Fig. 1: run 1, register map, names as in the netlist
Scale bar: 20 µm. Other sequential cells in the stronger grey, the rest of the logic in the fainter grey.
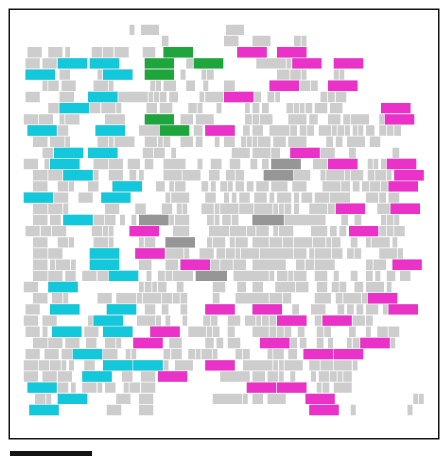
Fig. 2: run 1, placed cells, one colour a class
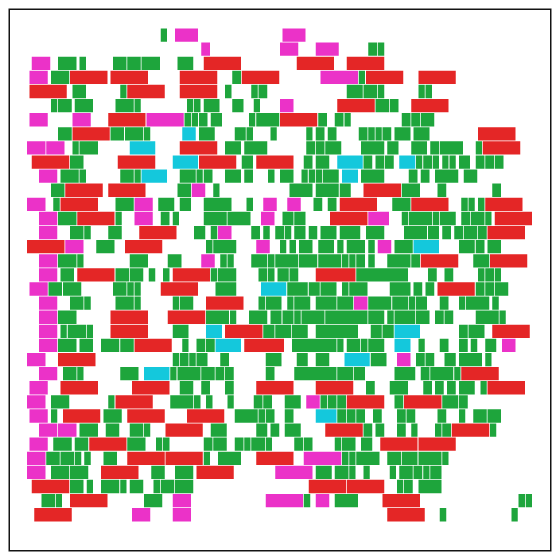
Fig. 3: run 1, track usage over the die
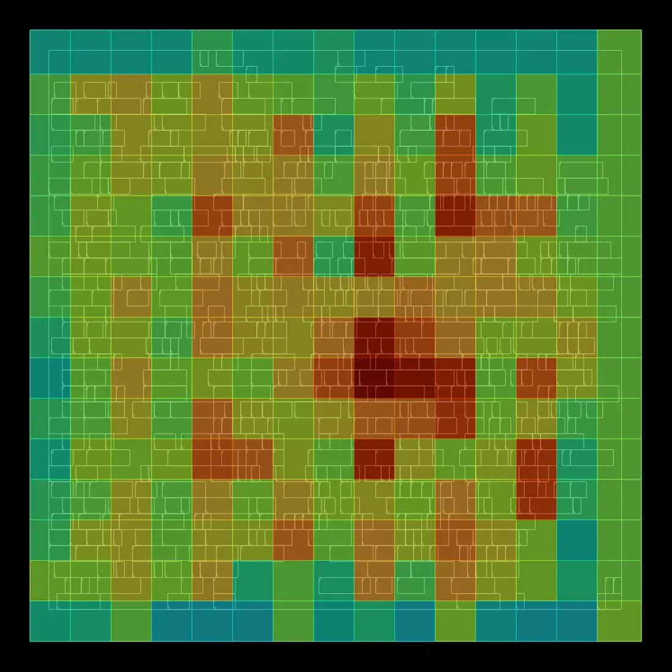
<file path="src/rtl/id_ser_pkg.sv">
// Shared types and helpers for the binary-to-decimal ID digit serializer.
package id_ser_pkg;

  typedef enum logic [1:0] {
    IDLE = 2'd0,
    CONV = 2'd1,
    SKIP = 2'd2,
    SEND = 2'd3
  } state_t;

  localparam logic [7:0] ASCII_ZERO = 8'h30;

  // Width needed to hold values 0..v-1; never less than one bit.
  function automatic int unsigned clog2_min1(input int unsigned v);
    int unsigned r;
    r = 0;
    for (int unsigned i = 0; i < 32; i++) begin
      if ((64'd1 << i) < 64'(v)) r = i + 1;
    end
    return (r == 0) ? 1 : r;
  endfunction

endpackage

</file>
<file path="src/rtl/id_digit_serializer_if.sv">
// Value-in / digit-out handshake bundle for id_digit_serializer.
interface id_ser_if #(
  parameter int unsigned WIDTH = 32
) ();

  logic             in_valid;
  logic             in_ready;
  logic [WIDTH-1:0] in_data;
  logic             out_valid;
  logic             out_ready;
  logic [7:0]       out_data;
  logic             out_last;

  modport master (
    output in_valid, in_data, out_ready,
    input  in_ready, out_valid, out_data, out_last
  );

  modport slave (
    input  in_valid, in_data, out_ready,
    output in_ready, out_valid, out_data, out_last
  );

endinterface

</file>
<file path="src/rtl/id_bcd_step.sv">
// One double-dabble iteration: add 3 to each nibble >= 5, then shift left taking bit_i as the new LSB.
module id_bcd_step
  import id_ser_pkg::*;
#(
  parameter int unsigned DIGITS = 10
) (
  input  logic [4*DIGITS-1:0] bcd_i,
  input  logic                bit_i,
  output logic [4*DIGITS-1:0] bcd_o
);

  function automatic logic [3:0] fix4(input logic [3:0] n);
    return (n >= 4'd5) ? n + 4'd3 : n;
  endfunction

  function automatic logic [2:0] fix3(input logic [3:0] n);
    return (n >= 4'd5) ? 3'(n + 4'd3) : n[2:0];
  endfunction

  assign bcd_o[0] = bit_i;

  // The top nibble's MSB shifts out; the DIGITS sizing guarantees it is always zero.
  for (genvar g = 0; g < DIGITS; g++) begin : g_nib
    if (g == DIGITS - 1) begin : g_top
      assign bcd_o[4*g+1 +: 3] = fix3(bcd_i[4*g +: 4]);
    end else begin : g_mid
      assign bcd_o[4*g+1 +: 4] = fix4(bcd_i[4*g +: 4]);
    end
  end

endmodule

</file>
<file path="src/rtl/id_digit_serializer.sv">
// Converts a WIDTH-bit value to BCD and streams the digits MSD first.
// ID_SER_ASCII_EN selects ASCII digit codes; otherwise raw BCD in the low nibble.
module id_digit_serializer
  import id_ser_pkg::*;
#(
  parameter int unsigned WIDTH       = 32,
  parameter int unsigned DIGITS      = 10,
  parameter bit          SUPPRESS_LZ = 1'b0
) (
  input  logic     clk,
  input  logic     rst,
  id_ser_if.slave  bus,
  output logic     busy
);

  localparam int unsigned CNT_W = clog2_min1(WIDTH + 1);
  localparam int unsigned IDX_W = clog2_min1(DIGITS);
  localparam int unsigned BCD_W = 4 * DIGITS;

  state_t             state_q, state_d;
  logic [WIDTH-1:0]   shreg_q, shreg_d;
  logic [BCD_W-1:0]   bcd_q, bcd_d, bcd_step;
  logic [CNT_W-1:0]   cnt_q, cnt_d;
  logic [IDX_W-1:0]   idx_q, idx_d;
  logic [3:0]         nib;

  id_bcd_step #(.DIGITS(DIGITS)) u_step (
    .bcd_i (bcd_q),
    .bit_i (shreg_q[WIDTH-1]),
    .bcd_o (bcd_step)
  );

  assign busy = (state_q != IDLE);

  always_comb begin
    state_d       = state_q;
    shreg_d       = shreg_q;
    bcd_d         = bcd_q;
    cnt_d         = cnt_q;
    idx_d         = idx_q;
    nib           = bcd_q[{idx_q, 2'b00} +: 4];
    bus.in_ready  = 1'b0;
    bus.out_valid = 1'b0;
    bus.out_last  = 1'b0;
    bus.out_data  = '0;

    case (state_q)
      IDLE: begin
        bus.in_ready = 1'b1;
        if (bus.in_valid) begin
          shreg_d = bus.in_data;
          bcd_d   = '0;
          cnt_d   = CNT_W'(WIDTH);
          state_d = CONV;
        end
      end
      CONV: begin
        bcd_d   = bcd_step;
        shreg_d = shreg_q << 1;
        cnt_d   = cnt_q - 1'b1;
        if (cnt_q == CNT_W'(1)) begin
          idx_d   = IDX_W'(DIGITS - 1);
          state_d = SUPPRESS_LZ ? SKIP : SEND;
        end
      end
      SKIP: begin
        // Index 0 is never skipped so a zero value still yields one digit.
        if (nib == 4'd0 && idx_q != '0) idx_d = idx_q - 1'b1;
        else                            state_d = SEND;
      end
      SEND: begin
        bus.out_valid = 1'b1;
        bus.out_last  = (idx_q == '0);
`ifdef ID_SER_ASCII_EN
        bus.out_data  = ASCII_ZERO | {4'b0000, nib};
`else
        bus.out_data  = {4'b0000, nib};
`endif
        if (bus.out_ready) begin
          if (idx_q == '0) state_d = IDLE;
          else             idx_d   = idx_q - 1'b1;
        end
      end
      default: state_d = IDLE;
    endcase
  end

  always_ff @(posedge clk) begin
    if (rst) begin
      state_q <= IDLE;
      shreg_q <= '0;
      bcd_q   <= '0;
      cnt_q   <= '0;
      idx_q   <= '0;
    end else begin
      state_q <= state_d;
      shreg_q <= shreg_d;
      bcd_q   <= bcd_d;
      cnt_q   <= cnt_d;
      idx_q   <= idx_d;
    end
  end

endmodule

</file>
<file path="src/flat_wrapper.sv">
// flat-port wrapper written by rule: the top's interface ports become plain ports
module id_digit_serializer_flat import id_ser_pkg::*;
#(
  parameter int unsigned WIDTH       = 32,
  parameter int unsigned DIGITS      = 10,
  parameter bit          SUPPRESS_LZ = 1'b0
)
  (clk, rst, busy, bus_in_valid, bus_in_data, bus_out_ready, bus_in_ready, bus_out_valid, bus_out_data, bus_out_last);
  id_ser_if #(.WIDTH(WIDTH)) bus_i ();
  input  logic clk;
  input  logic rst;
  output logic busy;
  input wire logic [$bits(bus_i.in_valid)-1:0] bus_in_valid;
  input wire logic [$bits(bus_i.in_data)-1:0] bus_in_data;
  input wire logic [$bits(bus_i.out_ready)-1:0] bus_out_ready;
  output wire logic [$bits(bus_i.in_ready)-1:0] bus_in_ready;
  output wire logic [$bits(bus_i.out_valid)-1:0] bus_out_valid;
  output wire logic [$bits(bus_i.out_data)-1:0] bus_out_data;
  output wire logic [$bits(bus_i.out_last)-1:0] bus_out_last;
  assign bus_i.in_valid = bus_in_valid;
  assign bus_i.in_data = bus_in_data;
  assign bus_i.out_ready = bus_out_ready;
  assign bus_in_ready = bus_i.in_ready;
  assign bus_out_valid = bus_i.out_valid;
  assign bus_out_data = bus_i.out_data;
  assign bus_out_last = bus_i.out_last;
  id_digit_serializer #(.WIDTH(WIDTH), .DIGITS(DIGITS), .SUPPRESS_LZ(SUPPRESS_LZ)) u_core (.clk(clk), .rst(rst), .bus(bus_i), .busy(busy));
endmodule
</file>
<file path="config.mk">
export PLATFORM = sky130hd
export DESIGN_NAME = id_digit_serializer_flat
export DESIGN_NICKNAME = d
export VERILOG_FILES = /design/src/rtl/id_ser_pkg.sv /design/src/rtl/id_digit_serializer_if.sv /design/src/rtl/id_bcd_step.sv /design/src/rtl/id_digit_serializer.sv /design/src/flat_wrapper.sv
export SDC_FILE = /design/constraint.sdc
export NUM_CORES = 1
export LEC_CHECK = 0
export CORE_MARGIN = 3
export CORE_UTILIZATION = 50
export CTS_CLUSTER_SIZE = 30
export DETAILED_ROUTE_END_ITERATION = 6
export GPL_ROUTABILITY_DRIVEN = 0
export PLACE_DENSITY = 0.71
export SYNTH_ARGS = -nofsm -noshare
export SYNTH_HDL_FRONTEND = slang
export SYNTH_SLANG_ARGS = --single-unit
</file>
<file path="constraint.sdc">
create_clock -name clk -period 2.5 [get_ports clk]
set_input_delay 0.375 -clock clk [delete_from_list [all_inputs] [get_ports clk]]
set_output_delay 0.375 -clock clk [all_outputs]
set_load 0.05 [all_outputs]
</file>
==> flow_metrics.tcl, run 1 <==
# collected from the flow reports
set metrics [dict create \
    avgRoutedWirePerCell_um 14.6 \
    top_register "u_core.bcd_q" \
    pin_count 48 \
    r2r_cells 6 \
    slew_headroom_pct 54.1 \
    vias 4131 \
    netlist.area_leader.share_pct 34.9 \
    power-top-group "combinational logic" \
    hold_path.class "flop to flop" \
    power_w 0.00545 \
    slowest_stage "mux4_2" \
    fp_util_pct 51.8 \
    ys_sh_adder_pct 7.28 \
    syn_area_um2 4810 \
    timing.rr.end "u_core.idx_q[3]" \
    critPathKind "flop to primary output" \
    cts_tree "yes" \
    dp_hpwl_um 7660 \
    worstMarginPinSlew_ns 0.689 \
    comb_power_share_pct 49.6 \
    clockPowerShare_pct 17.5 \
    logic_family "AND-OR/OR-AND gates" \
    overflow 0 \
    fin_crit_sh_pct 97.3 \
    dp.cells 720 \
    mostFrequentLayoutCell "dfxtp_1" \
    worstPathBufferInverterCount 1 \
    worstPathCellList "mux4_2, a2bb2oi_1, a32oi_1, and2b_1, buf_4" \
    antenna_found_initial 0 \
    grt_max_degree 63 \
    cp-startpoint "u_core.idx_q[1]" \
    largest_register_ffs 40 \
    status "complete, no violations" \
    ff_type "dfxtp_1" \
    edf_count 0 \
    async_flop_share_pct 0 \
    drt_wl_total_um 10700 \
    die_y_um 104 \
    fillCellCount 836 \
    placement.cell_area_um2 5400 \
    topCellsByArea "dfxtp_1, mux2i_1, ha_1" \
    drtAntennaViolNets 0 \
    synth_top_cell_by_area "dfxtp_1" \
    ctsResizeCount 4 \
    worstReg2RegStart "u_core.idx_q[1]" \
    ir_drop_v 0.000513 \
    ys_types 53 \
]
Notes on Fig. 1 above:
green -> `u_core.cnt_q`  # placed flops 6
magenta -> `u_core.bcd_q`  # placed flops 40
cyan -> `u_core.shreg_q`  # placed flops 32, where a vertical strip on the left

Notes on Fig. 2 above:
magenta -> remaining buffers and delay cells  # cells 58
cyan -> clock drivers and dummy loads  # cells 16
green -> remaining logic cells  # cells 449
red -> registers  # cells 84

Notes on Fig. 3 above:
routing usage on met3: 5.03%
post-layout util: 60.6%
GRT met2 Usage: 35.7%
GRT Resource Usage Total: 20.0%
gr busiest metal: met2

run 1: area by class of cell:
class	instances	area, µm²	share of cell area [%]
Timing Repair Buffer	58	599	10.6
Clock inverter	6	53.8	0.956
Clock buffer	10	138	2.44
Multi-Input combinational cell	417	2870	51.0
Inverter	32	120	2.13
Tap cell	129	161	2.87
Sequential cell	84	1680	29.9
run 1: tightest hold or removal path: stages (launching register included):
cell	delay, ns
dfxtp_1	0.33
nand2_1	0.06
a21oi_1	0.05
run 1: metal layers:
metal	part of all wire [%]	routed length, µm	GRT usage [%]
met3	4.4	467	5.03
met1	44	4670	23.7
met5	0	0	0
met2	50	5350	35.7
met4	2.1	225	5.89
==> run 2: changes to the inputs <==
Settings changed: CTS_BUF_LIST set to sky130_fd_sc_hd__clkbuf_8, HOLD_SLACK_MARGIN set to 0.12.
==> run 2 against run 1 <==
Cell area unchanged. Largest cell class unchanged. Core utilization unchanged. Wire length unchanged. Critical path type unchanged. First-iteration DRC count unchanged. Clock power about the same.
==> flow_metrics.tcl, run 2 <==
# collected from the flow reports
set metrics [dict create \
    drt_wl_total_um 10700 \
    status "complete, no violations" \
    vias 4131 \
    fillCellCount 836 \
    slowest_stage "mux4_2" \
    largest_register_ffs 40 \
    grt_util_met1_pct 23.7 \
    worstPathBufferInverterCount 1 \
    synth_top_cell_by_area "dfxtp_1" \
    comb_power_share_pct 49.6 \
    worstReg2RegStart "u_core.idx_q[1]" \
    dr_wl_met3_um 467 \
    met3_usage_pct 5.03 \
    clockPowerShare_pct 17.5 \
    avgRoutedWirePerCell_um 14.6 \
    dp_hpwl_um 7660 \
    highest_layer "met4" \
    fp_util_pct 51.8 \
    wl_met2_um 5350 \
    overflow 0 \
]
run 2: cell counts after synthesis:
Identical to the previous run, type by type.
run 2: cells by family (layout without fill, tap and decap cells):
| kind of cell | after synthesis | count (layout) | share of synthesized area [%] |
|---|---|---|---|
| simple gates | 173 | 173 | 17.0 |
| compound gates | 142 | 142 | 19.4 |
| mux | 48 | 48 | 10.9 |
| buf+inv | 72 | 106 | 6.34 |
| fa+ha+maj | 28 | 28 | 7.28 |
| flops | 84 | 84 | 34.9 |
| xor+xnor | 22 | 22 | 4.00 |
| other cells | 1 | 4 | 0.0779 |
run 2: layout make-up:
class / instances / share of cell area [%]
inverters: 32 / 2.13
clock buffers: 10 / 2.44
repair buffers: 58 / 10.6
flip-flops and latches: 84 / 29.9
well taps: 129 / 2.87
multi-input cells: 417 / 51.0
clock inverters: 6 / 0.956
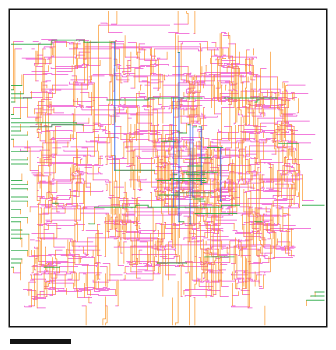
Fig. 4. Wiring by layer (run 2).
Scale bar: 20 µm.
magenta -> M1  # wire length 4670 µm
green -> M3  # wire length 468 µm
orange -> M2  # wire length 5350 µm
blue -> M4  # wire length 226 µm

Power figures rest on the tool's default switching activity, not on a simulated workload.
